Design systolic_is_ctrl_flat, sky130hd; sources not shown.
### Layout detail

Region (86, 20) to (111, 45) µm. Cells in grey, sequential cells in the stronger grey; small squares are vias.
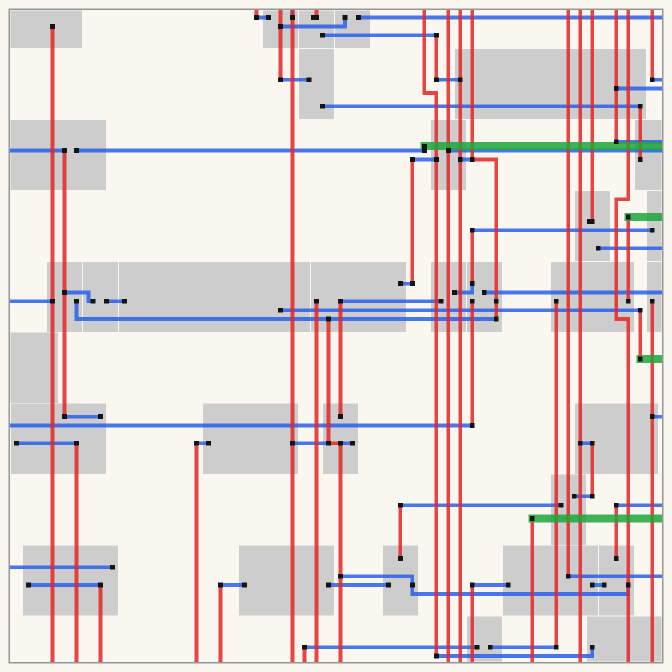
M2: marked red. M3: marked green. M1: marked blue.
Sequential cells in the window: 0. Most frequent: inv_1 (8), nand2_1 (7), clkdlybuf4s50_1 (6). 26 logic cells have their middle in the window.

### Power grid

The bar under the picture is 50 µm long. Pins as bars on the die edge. Tap cells in grey.
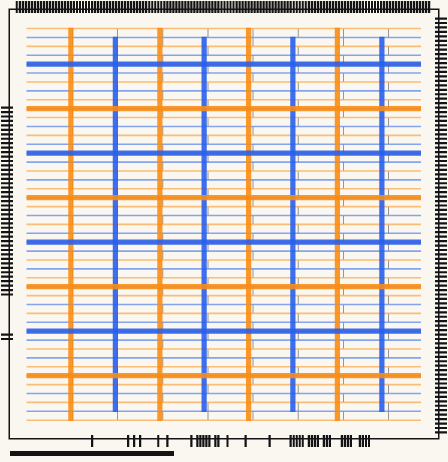
VSS: marked orange. VDD: marked blue.
8 straps on met5. 8 straps on met4. The core has 44 rows. 314 signal pins sit on the boundary.
die height: 131 µm
peak supply drop: 1.45 mV
floorplan die width: 131 µm
area of the core: 0.0144 mm²

==> reports/qor.log <==
INFO  layout         area_share_clock_buf_inv=0.0144
INFO  setup_path     r2r_setup_slack=-160ps
INFO  yosys          ys_sh_aoi=0.0617
INFO  global_routing groute.usage.overall=0.263
INFO  setup_path     critical_path.most_common_cell=nand2_1
INFO  min_path       min_path_type=input pin to async pin
INFO  yosys          synth_cell_type_count=37
INFO  layout         final-nonclk-buf-share=0.464
INFO  setup_path     path_depth=13
INFO  yosys          synthTopLogicFamily=simple AND/OR/NAND/NOR gates
INFO  power          net_switching_component_of_the_power=8080µW
INFO  routing        first_pass_iters=5
INFO  global_routing grtUsageMet1=0.325
INFO  yosys          syn_area_cell=5.51µm²
INFO  yosys          yosys-stat-cells=795
INFO  power          dominant_power_group=combinational cells
INFO  global_routing grtUsageMet2=0.446
INFO  routing        drt_first_iter_violations=414
INFO  layout         nMultiInputCombCells=542
INFO  setup_path     path_cells=inv_2, ha_4, nand2_2, nor2_4, nand2_2, a21oi_2, nand2_1, nor2_1, nand3_2, o21bai_4, buf_12, nand2_1, nand2_1
INFO  place          detailed_place_hpwl=21000µm
INFO  clock_network  hold_buffers=0
INFO  setup_path     critical_path_required=2020ps
INFO  run_status     violations_in_the_final_reports=negative setup slack
INFO  power          comb-power=12400µW
INFO  layout         final.fill_count=1233
INFO  global_routing global_route_wire_length_before_repair=33900µm
INFO  setup_path     worst_setup_path_end_kind=register
INFO  power          total_leakage_power=0.00531µW
INFO  yosys          basic_gates_by_area=0.461
INFO  yosys          yosys-stat-area=0.00438mm²
INFO  sta            max_freq=0.511GHz
INFO  yosys          adder_share=0.0114
INFO  clock_network  cts_made_buffers=5
INFO  yosys          dominantRegCellSynth=dfrtp_1
INFO  global_routing grt_pass1_vias=5821
INFO  clock_network  post-cts-setup-buffer-count=11
INFO  sta            finalWorstSetupSlack=-156ps
INFO  setup_path     r2r.worst_path.cells=13
INFO  routing        remaining_drc_errors=0
INFO  place          placedCellCount=1356
INFO  global_routing grt-busiest-layer=met2
INFO  yosys          top_cell=nand2_1
INFO  setup_path     timing.critical_path.slowest_stage_cell=dfrtp_1
INFO  clock_network  number_of_gates_resized_after_cts=91
INFO  routing        wl_met2=12500µm
INFO  layout         layout.cells.non_filler=1386
INFO  clock_network  clock_sinks=38
INFO  sta            min_period=1960ps
INFO  clock_network  tritoncts=done
INFO  layout         share_of_the_core_filled_with_cells=0.653
INFO  layout         seq_cells=38
INFO  flow_run       openroad.warnings=31
INFO  setup_path     critPathTopFamily=simple AND/OR/NAND/NOR gates
INFO  layout         insertedDiodeCount=1
INFO  layout         layout_top_cell_excl_fill_tap=nand2_1
INFO  routing        routed-wl-met3=3220µm
INFO  global_routing grt_antenna_before_repair=8
INFO  yosys          top_cells_by_count=264 x nand2_1, 171 x inv_1, 92 x nor2_1
INFO  power          seq_power_share=0.123
INFO  yosys          post-synth-top-area-cell=nand2_1
INFO  power          clk-power=869µW
INFO  yosys          synth_nets=946
INFO  clock_network  insertion_delay=290ps
INFO  yosys          yosys-top-cells-area=nand2_1 23%, dfrtp_1 22%, inv_1 15%
INFO  layout         seqAreaFraction=0.102
INFO  setup_path     timing.critical_path.slowest_cell_delay=390ps
INFO  setup_path     cp_max_fo=16
INFO  routing        detailroute.via_count=6495
INFO  layout         layout.non_clock_inverters=184
INFO  place          port_buffers=313
INFO  power          power.share.switching=0.534
INFO  sta            fin_tns_setup=-2390ps
INFO  layout         design_area=0.00942mm²
INFO  yosys          seq_area_frac_synth=0.217
INFO  power          power.internal=7050µW
INFO  place          pre_cts_slack=-131ps
INFO  layout         num-nets-final=1352
INFO  layout         layout-drive-gt1-share=0.306
INFO  clock_network  htree_levels=2
INFO  place          placed_area=0.00874mm²
INFO  setup_path     arrival=2180ps
INFO  global_routing grt-ovfl-total=0
INFO  layout         final-comb-area=0.00302mm²
INFO  yosys          enable_flop_cells=0
INFO  routing        top_signal_layer_used=met5
INFO  floorplan      fp_util=0.304
INFO  routing        wirelength=25300µm
INFO  layout         layout.non_clock_buffers=430
INFO  routing        vias_per_cell=4.69
INFO  sta            final_hold_viol_count=0
INFO  yosys          synth.cell_area=0.00438mm²
INFO  clock_network  cts-root-buf=clkbuf_16
INFO  layout         clock_buffer_count=5
INFO  layout         comb_area_frac=0.320
INFO  flow_run       timing.max_cap.violations=0
INFO  sta            rsz_0062_raised_after_global_routing=yes
INFO  sta            finalMaxSlewViolations=0
INFO  power          power.density=1610mW/mm²
INFO  sta            setup_viol=23
INFO  global_routing grt_max_degree=45
INFO  routing        wirelength_met1=9380µm
INFO  sta            slew-limit-headroom=0.640
INFO  run_status     status=complete, but fails checks
INFO  setup_path     critical_path_buf_inv_count=2
INFO  clock_network  path_clk_slew=60ps
INFO  place          place_congestion=1.03
Power is estimated from default activity; no workload was simulated.
